## config.mk

```make
export PLATFORM = sky130hd
export DESIGN_NAME = dma_block_controller
export DESIGN_NICKNAME = d
export VERILOG_FILES = /design/src/rtl/dma_pkg.sv /design/src/rtl/dma_block_counter.sv /design/src/rtl/dma_block_controller.sv
export SDC_FILE = /design/constraint.sdc
export NUM_CORES = 1
export LEC_CHECK = 0
export CAP_MARGIN = 0
export CORE_MARGIN = 10
export CORE_UTILIZATION = 40
export CTS_BUF_LIST = sky130_fd_sc_hd__clkbuf_8
export DETAILED_ROUTE_END_ITERATION = 7
export GPL_ROUTABILITY_DRIVEN = 1
export PLACE_DENSITY = 0.85
export SYNTH_ARGS = -nofsm -noshare
export SYNTH_HDL_FRONTEND = slang
export SYNTH_SLANG_ARGS = --single-unit
```

## constraint.sdc

```tcl
create_clock -name clk -period 2.68 [get_ports clk]
set_clock_uncertainty 0.15 [all_clocks]
set_input_delay 0.402 -clock clk [delete_from_list [all_inputs] [get_ports clk]]
set_output_delay 0.402 -clock clk [all_outputs]
set_load 0.01 [all_outputs]
```

## src/rtl/dma_pkg.sv

```systemverilog
// dma_pkg: shared parameters, state encoding and the block-count clamp for
// the DMA block controller.
//   WORD_SIZE   - width of one memory word and of an address
//   BLOCK_WORDS - words per device block (device data = BLOCK_WORDS*WORD_SIZE)
//   NUM_BLOCKS  - blocks held by the device (offsets 0..NUM_BLOCKS-1)
//   OFFSET_BITS - device offset width (must also hold the value NUM_BLOCKS)
package dma_pkg;

  localparam int WORD_SIZE   = 16;
  localparam int BLOCK_WORDS = 4;
  localparam int NUM_BLOCKS  = 3;
  localparam int OFFSET_BITS = 2;
  localparam int DATA_W      = BLOCK_WORDS * WORD_SIZE;

  typedef enum logic [2:0] {
    ST_IDLE = 3'd0,
    ST_REQ  = 3'd1,
    ST_XFER = 3'd2,
    ST_NEXT = 3'd3,
    ST_REL  = 3'd4,
    ST_DONE = 3'd5
  } state_t;

  // Whole blocks in a word length, clamped to what the device holds.
  // The two low bits (a partial block) are dropped.
  function automatic logic [OFFSET_BITS-1:0] clamp_count(
    input logic [WORD_SIZE-1:0] len
  );
    logic [WORD_SIZE-1:0] blocks;
    blocks = len >> 2;
    if (blocks > WORD_SIZE'(NUM_BLOCKS)) begin
      return OFFSET_BITS'(NUM_BLOCKS);
    end
    return blocks[OFFSET_BITS-1:0];
  endfunction

endpackage

```

## src/rtl/dma_block_counter.sv

```systemverilog
// dma_block_counter: device offset / destination address counter.
//   clk, reset_n - clock, asynchronous active-low reset
//   i_load       - start of a command: clear offset, latch base and count
//   i_base       - destination base address
//   i_count      - number of blocks in this command
//   i_step       - one block written: advance the offset
//   o_offset     - current device offset
//   o_addr       - base + 4*offset (wraps modulo 2^WORD_SIZE)
//   o_last       - offset has reached the block count
module dma_block_counter
  import dma_pkg::*;
(
  input  logic                   clk,
  input  logic                   reset_n,
  input  logic                   i_load,
  input  logic [WORD_SIZE-1:0]   i_base,
  input  logic [OFFSET_BITS-1:0] i_count,
  input  logic                   i_step,
  output logic [OFFSET_BITS-1:0] o_offset,
  output logic [WORD_SIZE-1:0]   o_addr,
  output logic                   o_last
);

  logic [OFFSET_BITS-1:0] r_offset;
  logic [OFFSET_BITS-1:0] r_count;
  logic [WORD_SIZE-1:0]   r_base;

  always_ff @(posedge clk or negedge reset_n) begin
    if (!reset_n) begin
      r_offset <= '0;
      r_count  <= '0;
      r_base   <= '0;
    end else if (i_load) begin
      r_offset <= '0;
      r_count  <= i_count;
      r_base   <= i_base;
    end else if (i_step) begin
      r_offset <= r_offset + 1'b1;
    end
  end

  // Each block is BLOCK_WORDS (4) words, hence the shift by two.
  assign o_addr   = r_base + (WORD_SIZE'(r_offset) << 2);
  assign o_offset = r_offset;
  assign o_last   = (r_offset == r_count);

endmodule

```

## src/rtl/dma_block_controller.sv

```systemverilog
// dma_block_controller: copies whole device blocks into main memory on a
// CPU start command, borrowing the memory bus through BR/BG.
//   clk, reset_n          - clock, asynchronous active-low reset
//   cmd_start/addr/length - CPU start pulse, destination base, word length
//   busy                  - command in progress (start .. dma_end inclusive)
//   br / bg               - bus request to CPU / bus grant from CPU
//   dev_offset / dev_data - device block select / block returned
//   mem_write / mem_addr / mem_wdata / mem_ack - block write port
//   dma_end               - one-cycle completion interrupt
//
// Handshakes: a block write is offered by holding mem_write with mem_addr,
// mem_wdata and dev_offset stable; it completes in the cycle mem_ack is
// sampled high while mem_write is high (mem_ack at any other time is ignored).
// The bus is owned only while br and bg are both high; br stays high for the
// whole of a write, and a bg drop is only acted on between blocks.
module dma_block_controller
  import dma_pkg::*;
(
  input  logic                   clk,
  input  logic                   reset_n,
  input  logic                   cmd_start,
  input  logic [WORD_SIZE-1:0]   cmd_addr,
  input  logic [WORD_SIZE-1:0]   cmd_length,
  output logic                   busy,
  output logic                   br,
  input  logic                   bg,
  output logic [OFFSET_BITS-1:0] dev_offset,
  input  logic [DATA_W-1:0]      dev_data,
  output logic                   mem_write,
  output logic [WORD_SIZE-1:0]   mem_addr,
  output logic [DATA_W-1:0]      mem_wdata,
  input  logic                   mem_ack,
  output logic                   dma_end
);

  state_t                 r_state;
  state_t                 w_next;
  logic                   r_busy;
  logic                   r_dma_end;
  logic [DATA_W-1:0]      r_wdata;

  logic                   w_accept;
  logic [OFFSET_BITS-1:0] w_count;
  logic                   w_step;
  logic                   w_last;
  logic                   w_enter_xfer;
  logic [OFFSET_BITS-1:0] w_offset;
  logic [WORD_SIZE-1:0]   w_addr;

  // r_busy also covers the dma_end cycle (state already back in IDLE), so a
  // start is accepted only once both have settled.
  assign w_accept     = cmd_start && (r_state == ST_IDLE) && !r_busy;
  assign w_count      = clamp_count(cmd_length);
  assign w_step       = (r_state == ST_XFER) && mem_ack;
  assign w_enter_xfer = (w_next == ST_XFER) && (r_state != ST_XFER);

  dma_block_counter u_counter (
    .clk      (clk),
    .reset_n  (reset_n),
    .i_load   (w_accept),
    .i_base   (cmd_addr),
    .i_count  (w_count),
    .i_step   (w_step),
    .o_offset (w_offset),
    .o_addr   (w_addr),
    .o_last   (w_last)
  );

  // State register
  always_ff @(posedge clk or negedge reset_n) begin
    if (!reset_n) begin
      r_state <= ST_IDLE;
    end else begin
      r_state <= w_next;
    end
  end

  // Next-state logic
  always_comb begin
    w_next = r_state;
    case (r_state)
      ST_IDLE: begin
        if (w_accept) begin
          w_next = (w_count == '0) ? ST_DONE : ST_REQ;
        end
      end
      ST_REQ: begin
        if (bg) begin
          w_next = ST_XFER;
        end
      end
      ST_XFER: begin
        if (mem_ack) begin
          w_next = ST_NEXT;
        end
      end
      ST_NEXT: begin
        // Offset was already advanced by the ack, so w_last means all done.
        if (w_last) begin
          w_next = ST_REL;
        end else if (bg) begin
          w_next = ST_XFER;
        end else begin
          w_next = ST_REQ;
        end
      end
      ST_REL: begin
        if (!bg) begin
          w_next = ST_DONE;
        end
      end
      ST_DONE: begin
        w_next = ST_IDLE;
      end
      default: begin
        w_next = ST_IDLE;
      end
    endcase
  end

  // Output logic
  always_comb begin
    br        = 1'b0;
    mem_write = 1'b0;
    case (r_state)
      ST_REQ:  br = 1'b1;
      ST_XFER: begin
        br        = 1'b1;
        mem_write = 1'b1;
      end
      ST_NEXT: br = 1'b1;
      default: begin
        br        = 1'b0;
        mem_write = 1'b0;
      end
    endcase
  end

  // Registered status: dma_end follows DONE by one cycle, busy clears after it.
  always_ff @(posedge clk or negedge reset_n) begin
    if (!reset_n) begin
      r_busy    <= 1'b0;
      r_dma_end <= 1'b0;
    end else begin
      r_dma_end <= (r_state == ST_DONE);
      if (w_accept) begin
        r_busy <= 1'b1;
      end else if (r_dma_end) begin
        r_busy <= 1'b0;
      end
    end
  end

  // Block data is snapped on entry to XFER so it cannot move mid-write.
  always_ff @(posedge clk or negedge reset_n) begin
    if (!reset_n) begin
      r_wdata <= '0;
    end else if (w_enter_xfer) begin
      r_wdata <= dev_data;
    end
  end

  assign busy       = r_busy;
  assign dma_end    = r_dma_end;
  assign dev_offset = w_offset;
  assign mem_addr   = w_addr;
  assign mem_wdata  = r_wdata;

endmodule

```

==> run_1/met3.png <==
(3 px per um)
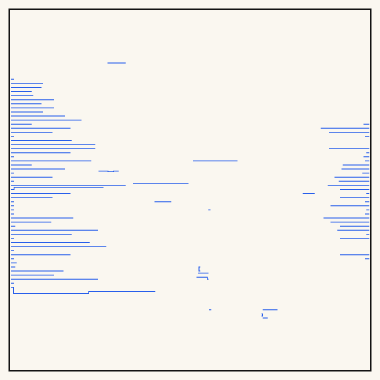
- nets with wire on the layer: 89
- main direction: horizontal
- share of all routed wire: 8.6%
- longest straight run: 37.9 um
met3 Use GR: 6.80%
vias post-DR: 2,834
routed wire length: 11.5 mm

==> run_1/cell_classes.png <==
(2 px per um)
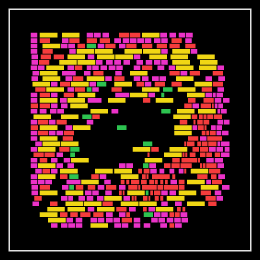
- red: all other logic (cells 158; share of their area 29%)
- magenta: other buffers and delay cells (cells 200; share of their area 32%)
- green: clock drivers and dummy loads (cells 16; share of their area 2.9%)
- yellow: flip-flops (cells 89; share of their area 36%)

==> results.json, run 1 <==
{
  "status": "completed",
  "fp-row-count": 36,
  "wl_per_cell_um": 19.2,
  "grt_pass1_vias": 3211,
  "adder_share_pct": 1.13,
  "rr_endpoint": "mem_wdata[3]",
  "logic_family": "multiplexers",
  "worst_r2r_path_depth": 6,
  "stdcell_count": 596,
  "clkLatencyLatePin_ns": 0.36,
  "grt_max_degree": 48,
  "synth_cell_type_count": 40,
  "synthMuxAreaShare_pct": 28.1,
  "cts_buffers": 9,
  "synthCells": 258,
  "p_clk_share_pct": 11.9,
  "crit_fanout": 4,
  "period_used_pct": 98.9,
  "dr.first_iter.drc_count": 82,
  "cts_setup_buffers": 3,
  "tightest_slew_ns": 0.587,
  "wl_met1_mm": 4.16,
  "finalNetCount": 562,
  "fmax_mhz": 377,
  "ys_sh_aoi_pct": 1.91,
  "maxCapViolCount": 0,
  "fin_crit_ns": 2.65,
  "antenna_found_initial": 0,
  "synth.most_common_cell": "dfrtp_1",
  "placed_cells": 572,
  "endpoint_kind": "primary output",
  "comb_power_share_pct": 52.7,
  "p_total_mw": 7.07,
  "tns_ns": 0,
  "cts_max_path_buffers": 2,
  "drv_slew": 0,
  "largest_area_cell": "dfrtp_1",
  "dr_wl_met2_mm": 6.22,
  "syn-cell-area_um2": 4000,
  "area_leaders": "dfrtp_1 (56%), mux2_4 (21%), mux2_2 (6.5%)",
  "fillerInstances": 732,
  "seqPwrFrac_pct": 35.4,
  "grt_pass1_wl_mm": 17.6,
  "dpl_cell_area_um2": 6020,
  "cts.sinks": 89,
  "ctsHtreeMaxLevel": 3,
  "setup_viol": 0,
  "ys_warn_count": 0,
  "fp_util_pct": 40.9,
  "final_cell_area_um2": 6330,
  "synth_nets": 362,
  "insertedDiodeCount": 0,
  "power.density_nw_per_um2": 1120,
  "fin_ws_ns": 0.0306,
  "arrival_ns": 2.10,
  "simple_gate_area_share_pct": 6.44,
  "cts_tree": "done",
  "areaGrowthSynthToFinish_pct": 58.3,
  "edf_count": 0,
  "die_h_um": 120,
  "dp_slack_ns": -0.0867,
  "synth_flops": 89,
  "cp.required_ns": 2.13,
  "ir_drop_mv": 0.576,
  "rrSetupSlack_ns": 0.52,
  "largest_register_ffs": 64,
  "cp-startpoint": "u_counter.r_base[2]",
  "synth_seq_share_pct": 55.7,
  "p_int_mw": 4.72,
  "die_x_um": 120,
  "gp_congestion": 0.798,
  "rsz0062_at_grt": "true",
  "io_buffers": 184,
  "ctsHoldBuffers": 1,
  "startpoint_type": "register",
  "wl_met3_um": 984,
  "top_usage_layer": "met2",
  "switching_share_pct": 33.2,
  "met1_usage_pct": 15.2,
  "synth.avg_cell_area_um2": 15.5,
  "clk_pin_slew_ns": 0.09,
  "yosys.area.top_type_share_pct": 55.7,
  "antenna_left": 0,
  "viasPerCell": 4.76,
  "grt_util_all_layers_pct": 15.4,
  "common_cells": "dfrtp_1 (89), mux2_4 (57), mux2_2 (23)",
  "ys_chip_area_um2": 4000
}
==> run_1/registers.png <==
(4 px per um)
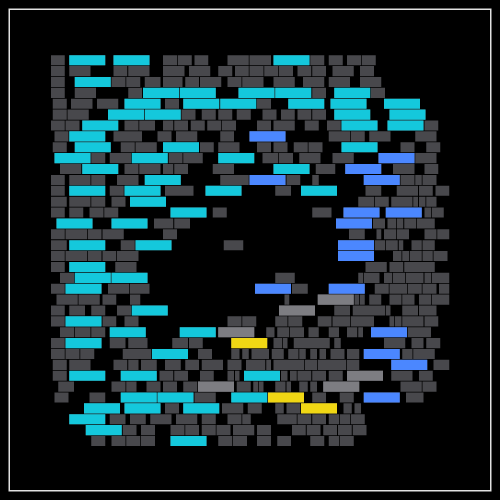
- blue: `u_counter.r_base` (sequential cells 16)
- cyan: `mem_wdata` (sequential cells 64)
- yellow: `r_state` (sequential cells 3)
- not colored: 6
sequential cell area share: 35.2%
final core occ: 64.8%
Reg area: 2230 um2

[run 1: worst min path at each step]
stage | start | endpoint | slack (ns) | cells after the start
finish | dma_end | busy | 0.34 | 1
global route | mem_wdata[13] | mem_wdata[13] | 0.38 | 1
CTS | dma_end | busy | 0.35 | 1
detailed placement | reset_n | mem_wdata[11] | 0.29 | 1
global placement | reset_n | mem_wdata[14] | 0.28 | 1
floorplan | reset_n | busy | -0.04 | 0
[run 1: power groups by stage]
stage,Combinational (mW),Sequential [mW],Clock (mW)
6_report,3.73,2.50,0.842
2_1_floorplan,1.53,2.67,0
3_5_place_dp,3.67,2.49,0
5_1_grt,3.97,2.59,0.927
3_3_place_gp,3.59,2.45,0
4_1_cts,3.71,2.49,0.874
[run 1: layout by cell type, fill, tap and decap left out, types with 2 or more instances in the layout]
master	count
inv_2	2
inv_1	5
nand4_1	2
dlygate4sd2_1	4
buf_12	4
o21ai_0	4
buf_2	3
or4_1	3
nor2_1	5
clkbuf_8	10
xor2_1	12
clkinvlp_4	3
dlymetal6s2s_1	3
dfrtp_1	89
clkdlybuf4s50_1	171
nand2_1	4
mux2_2	23
nor3_1	6
nand2b_1	2
xnor2_1	3
nor4_2	3
buf_4	11
nand3_1	2
mux2_4	57
clkinv_2	2
[run 1: critical path, stage by stage (launching register included)]
cell             delay, ns
dfrtp_1               0.40
ha_4                  0.17
inv_2                 0.04
fa_2                  0.38
buf_6                 0.14
nor4_2                0.19
xor2_1                0.18
clkdlybuf4s15_2       0.25
[run 1: area by class of cell]
type | count | area [um2] | share of cell area (%)
clock buffer | 10 | 138 | 2.17
multi-input combinational | 151 | 1730 | 27.4
inverter | 7 | 26.3 | 0.415
tap | 133 | 166 | 2.63
clock inverter | 6 | 41.3 | 0.652
sequential | 89 | 2230 | 35.2
timing repair buffer | 200 | 2000 | 31.6
==> run_1/final_placement.png <==
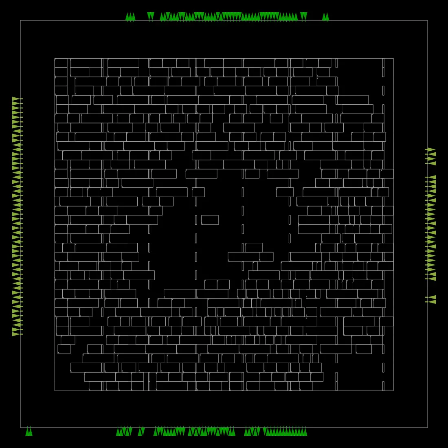

==> run 2, diff against run 1 <==
==> constraint.sdc (replaced) <==
create_clock -name clk -period 2.68 [get_ports clk]
set_clock_uncertainty 0.15 [all_clocks]
set_input_delay 0.402 -clock clk [delete_from_list [all_inputs] [get_ports clk]]
set_output_delay 0.402 -clock clk [all_outputs]
set_load 0.05 [all_outputs]
==> run_2/final_placement.png <==
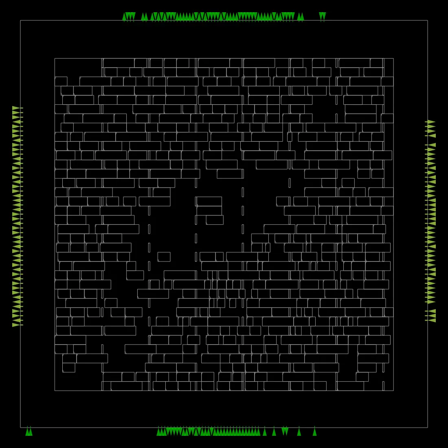
Rows: 36
sequential cell area share: 34.7%
Post-Layout Cell Count: 587
TAP cells: 133

==> run_2/registers.png <==
(4 px per um)
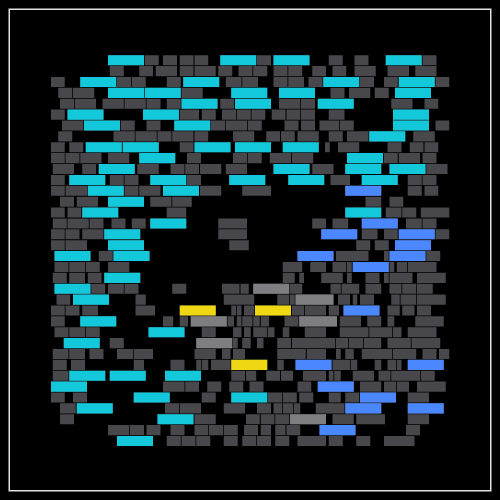
- cyan: `mem_wdata` (sequential cells 64; where widely spread)
- blue: `u_counter.r_base` (sequential cells 16)
- yellow: `r_state` (sequential cells 3)
- not colored: 6

==> run 2 against run 1 <==
Compared with the run above: the run now ends with negative setup slack left; critical path depth stayed put; register-to-register slack better by 0.05 ns; die size stayed put; power is 34% higher; non-clock buffer count is 8 lower; critical endpoint unchanged; maximum frequency is 1.5% lower; flip-flop count stayed put.
==> results.json, run 2 <==
{
  "clkLatencyLatePin_ns": 0.35,
  "cts_tree": "done",
  "yosys.area.top_type_share_pct": 55.7,
  "wl_mm": 11.3,
  "antenna_found_initial": 0,
  "drv_slew": 0,
  "synth_nets": 362,
  "fin_crit_ns": 2.69,
  "rr_endpoint": "u_counter.r_base[6]",
  "antenna_left": 0,
  "lay_top_cells": "clkdlybuf4s50_1 (169), dfrtp_1 (87), mux2_4 (57), mux2_2 (23), buf_12 (16)",
  "finalNetCount": 554,
  "wl_per_cell_um": 19.3,
  "synth.avg_cell_area_um2": 15.5,
  "insertedDiodeCount": 0,
  "ctsHtreeMaxLevel": 3,
  "rsz0062_at_grt": "true",
  "synth.most_common_cell": "dfrtp_1",
  "fmax_mhz": 372,
  "max_stage_delay_ns": 0.46,
  "final_util_pct": 65.7,
  "syn-cell-area_um2": 4000,
  "path_cells": "ha_2, inv_2, fa_2, buf_12, nor4_4, xor2_2, buf_12",
  "violations": "negative setup slack",
  "ir_drop_mv": 0.914,
  "cp-startpoint": "u_counter.r_base[2]",
  "arrival_ns": 2.14,
  "die_x_um": 120,
  "io_buffers": 184,
  "worst_r2r_path_depth": 3,
  "cp.required_ns": 2.13,
  "status": "finished, violations left",
  "rrSetupSlack_ns": 0.57,
  "clk_pin_slew_ns": 0.09,
  "fin_ws_ns": -0.00843,
  "gp_congestion": 0.800,
  "grt_util_all_layers_pct": 15.7,
  "dp_slack_ns": 0.215,
  "die_h_um": 120,
  "crit_fanout": 6,
  "tightest_slew_ns": 0.637,
  "dr.first_iter.drc_count": 130,
  "synth_cell_type_count": 40,
  "synthCells": 258,
  "edf_count": 0,
  "hp-start": "dma_end",
  "dpl_cell_area_um2": 6150,
  "power.density_nw_per_um2": 1480,
  "p_total_mw": 9.51,
  "areaGrowthSynthToFinish_pct": 60.6,
  "cts.sinks": 89,
  "cts_max_path_buffers": 2,
  "fp_util_pct": 40.9,
  "largest_register_ffs": 64,
  "endpoint_kind": "primary output",
  "viasPerCell": 4.78,
  "grt_pass1_vias": 3242,
  "cp_top_family": "adder cells",
  "tns_ns": -0.00843,
  "layout_top_cell": "clkdlybuf4s50_1",
  "final_cell_area_um2": 6420,
  "setup_viol": 1,
  "synth_flops": 89,
  "crit_cells": 7,
  "cts_buffers": 9,
  "area_leaders": "dfrtp_1 (56%), mux2_4 (21%), mux2_2 (6.5%)"
}
==> run_2/metal_stack.png <==
(3 px per um) Two of the layers only.
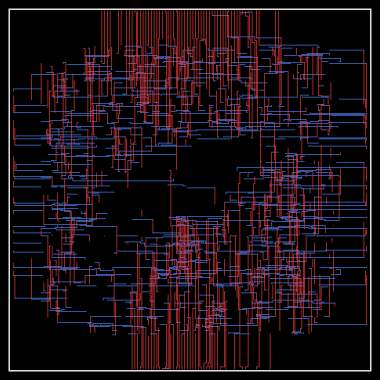
- blue: met1 (wire length 4,340 um)
- red: met2 (wire length 5,930 um)

[run 2: cells by family (layout without fill, tap and decap cells)]
kind of cell | Yosys count | count (layout) | synth area share [%]
AOI/OAI and AO/OA | 11 | 11 | 1.91
xor gates and xnor gates | 15 | 15 | 3.28
adders and majority gates | 3 | 3 | 1.13
buffers and inverters | 18 | 214 | 3.44
DFF | 89 | 89 | 55.7
muxes | 81 | 81 | 28.1
and+or+nand+nor | 41 | 41 | 6.44
[run 2: worst min path at each step]
stage	endpoint	slack, ns	cells past startpoint
floorplan	busy	-0.04	0
global placement	busy	0.29	1
detailed placement	u_counter.r_base[11]	0.32	1
CTS	busy	0.34	1
global route	mem_wdata[56]	0.37	1
finish	busy	0.34	1
[run 2: area by class of cell]
cell class                      count  area [um2]
Clock inverter                      5        57.6
Fill cell                         726        3350
Multi-Input combinational cell    151        1740
Timing Repair Buffer              192        2070
Sequential cell                    89        2230
Inverter                            7        26.3
Tap cell                          133         166
Clock buffer                       10         138
[run 2: what timing repair did]
item / 4_1_cts / 5_1_grt
hold endpoints to repair: 48 / 0
pin swaps: 1 / 5
resized: 6 / 3
hold buffers: 1 / 0
buffers inserted: 0 / 2
endpoints found under the setup margin: 5 / 10
[run 2: routing by layer]
layer / wire length (um) / vias up / global-route usage, %
li1: - / 1288 / -
met1: 4340 / 1397 / 17.1
met2: 5930 / 107 / 27.1
met3: 858 / 13 / 6.47
met4: 170 / 0 / 5.58
met5: 0 / - / 0
[run 2: power breakdown]
group	total [mW]	internal, mW	switching (mW)
Combinational	6.09	2.56	3.53
Clock	0.917	0.450	0.467
Sequential	2.50	2.01	0.493
Total	9.51	5.02	4.50
==> run_2/cell_classes.png <==
(2 px per um)
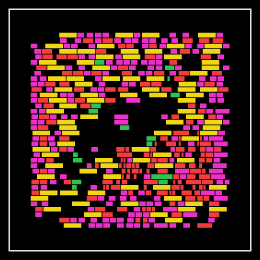

==> run 3, diff against run 2 <==
--- a/config.mk
+++ b/config.mk
@@ -12,6 +12,7 @@
 export DETAILED_ROUTE_END_ITERATION = 7
 export GPL_ROUTABILITY_DRIVEN = 1
 export PLACE_DENSITY = 0.85
+export SKIP_CTS_REPAIR_TIMING = 1
 export SYNTH_ARGS = -nofsm -noshare
 export SYNTH_HDL_FRONTEND = slang
 export SYNTH_SLANG_ARGS = --single-unit
==> run_3/cell_classes.png <==
(2 px per um)
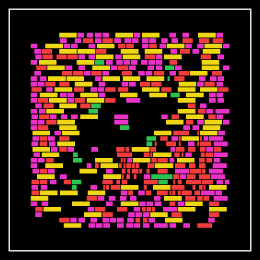
- magenta: other buffers and delay cells (cells 191; share of their area 33%)
- red: all other logic (cells 158; share of their area 28%)
- green: clock drivers and dummy loads (cells 15; share of their area 3.1%)
- yellow: flip-flops (cells 89; share of their area 36%)
total core area: 9770 um2
sequential cell area share: 34.8%
final core occ: 65.6%
final instance area: 6410 um2

==> run_3/registers.png <==
(4 px per um)
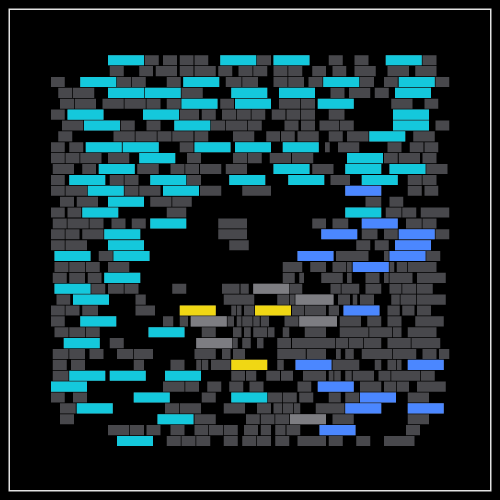
seq pwr: 2.50 mW
Reg area: 2230 um2

==> run 3 against run 2 <==
Compared with the run above: the run now ends clean; sequential share of layout area hardly changed; die size unchanged; hold slack worse by 0.0099 ns; clock power is essentially flat; worst setup slack gained 0.079 ns; core utilization shrank 0.090 points; non-clock buffer count is 1 lower; combinational power is essentially flat; critical path type unchanged; largest power group unchanged.
==> results.json, run 3 <==
{
  "status": "completed",
  "seqPwrFrac_pct": 26.4,
  "cp.buffers_inverters": 2,
  "antenna_left": 0,
  "ir_drop_mv": 0.914,
  "insertedDiodeCount": 0,
  "cts_tree": "done",
  "rsz0062_at_grt": "true",
  "worst_r2r_path_depth": 3,
  "largest_area_cell": "dfrtp_1",
  "fin_crit_ns": 2.61,
  "power_switching_mw": 4.49,
  "layout_top_cell": "clkdlybuf4s50_1",
  "n_all_inverters": 7,
  "cts_max_path_buffers": 2,
  "vias": 2803,
  "maxCapViolCount": 0,
  "edf_count": 0,
  "synth_nets": 362,
  "openroad.warnings": 30,
  "ys_chip_area_um2": 4000,
  "crit_fanout": 6,
  "min_to": "busy",
  "grt_util_all_layers_pct": 15.5,
  "nClkBuffers": 10,
  "die_x_um": 120,
  "cp_top_family": "adder cells",
  "grt_max_degree": 50,
  "endpoint_kind": "primary output",
  "path_cells": "ha_2, inv_2, fa_2, nor3_2, xor2_2, buf_12",
  "fmax_mhz": 383,
  "arrival_ns": 2.06,
  "viasPerCell": 4.78,
  "largest_register_ffs": 64,
  "io_buffers": 184,
  "antenna_found_initial": 0,
  "ctsHtreeMaxLevel": 3,
  "synth.avg_cell_area_um2": 15.5,
  "clkLatencyLatePin_ns": 0.35,
  "tap_cells": 133,
  "lay_top_cells": "clkdlybuf4s50_1 (169), dfrtp_1 (87), mux2_4 (57), mux2_2 (23), buf_12 (15)",
  "synth.most_common_cell": "dfrtp_1",
  "period_used_pct": 97.4,
  "die_h_um": 120,
  "grt_pass1_vias": 3204,
  "cts_buffers": 9,
  "areaGrowthSynthToFinish_pct": 60.4,
  "placed_cells": 569,
  "setup_viol": 0,
  "biggestCellCategory": "sequential cells",
  "ys_warn_count": 0,
  "synthCells": 258,
  "fp_util_pct": 40.9,
  "clockNetworkAreaShare_pct": 3.04,
  "switching_share_pct": 47.4,
  "dr.first_iter.drc_count": 146,
  "overflow": 0,
  "power.density_nw_per_um2": 1480,
  "synth_seq_share_pct": 55.7,
  "logic_gate_count": 151,
  "cts.sinks": 89,
  "max_stage_delay_ns": 0.47,
  "clk_pin_slew_ns": 0.09,
  "crit_cells": 6,
  "area_leaders": "dfrtp_1 (56%), mux2_4 (21%), mux2_2 (6.5%)",
  "wl_mm": 11.3,
  "yosys.area.top_type_share_pct": 55.7,
  "nNonClkBuffers": 191,
  "finalNetCount": 553,
  "rrSetupSlack_ns": 0.58,
  "comb_area_share_pct": 27.3,
  "cpMaxStageDelayCell": "fa_2",
  "common_cells": "dfrtp_1 (89), mux2_4 (57), mux2_2 (23)",
  "comb_power_share_pct": 64.0,
  "cp.required_ns": 2.13,
  "gp_congestion": 0.800,
  "rr_endpoint": "u_counter.r_base[6]",
  "tightest_slew_ns": 0.640,
  "startpoint_type": "register",
  "synth_flops": 89,
  "p_total_mw": 9.48,
  "grt_pass1_wl_mm": 17.5
}
==> run_3/final_placement.png <==
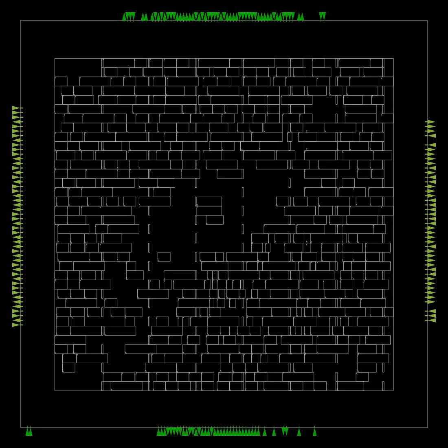
flop count: 89
final-layout fill cell count: 726
Post-Layout Cell Count: 586

-- run 3: cell types whose count changed in the layout (fill, tap and decap cells not counted) --
cell     before  now
buf_12       16   15
nor3_1        7    6
nor3_2        0    1
nor3b_2       1    0
nor3b_4       0    1
-- run 3: cell families after synthesis --
| logic type | after synthesis | synth area share [%] |
|---|---|---|
| DFF | 89 | 55.7 |
| muxes | 81 | 28.1 |
| and+or+nand+nor | 41 | 6.44 |
| adders and majority gates | 3 | 1.13 |
| xor gates and xnor gates | 15 | 3.28 |
| buffers and inverters | 18 | 3.44 |
| AOI/OAI and AO/OA | 11 | 1.91 |
-- run 3: worst max-delay path by stage --
stage | from | end | slack, ns
2_1_floorplan | u_counter.o_offset[0] | mem_addr[12] | -0.05
6_report | u_counter.r_base[2] | mem_addr[10] | 0.07
3_3_place_gp | u_counter.o_offset[0] | mem_addr[14] | 0.28
5_1_grt | u_counter.r_base[2] | mem_addr[10] | -0.06
3_5_place_dp | u_counter.o_offset[0] | mem_addr[12] | 0.21
4_1_cts | u_counter.r_base[2] | mem_addr[12] | -0.18
-- run 3: stage by stage --
stage	setup WS, ns	TNS (ns)	instance area (um2)
detailed placement	0.215	0	6150
CTS	-0.184	-0.615	6340
floorplan	-0.0522	-0.110	4050
global placement	0.281	0	6150
global route	-0.0639	-0.267	6410
finish	0.0701	0	6410
-- run 3: per-layer routing --
metal	track usage (%)	share of wire (%)	up-vias
li1	-	-	1287
met1	16.9	38	1392
met2	26.6	53	112
met3	6.52	7.9	12
met4	5.58	1.4	0
met5	0	0	-
-- run 3: power by group through the flow --
stage	Clock, mW	Sequential (mW)	Combinational (mW)
finish	0.915	2.50	6.07
global route	1.01	2.60	6.32
CTS	0.948	2.50	6.08
detailed placement	0	2.51	6.07
global placement	0	2.46	5.97
floorplan	0	4.25	2.10
Power and IR drop assume default switching activity.
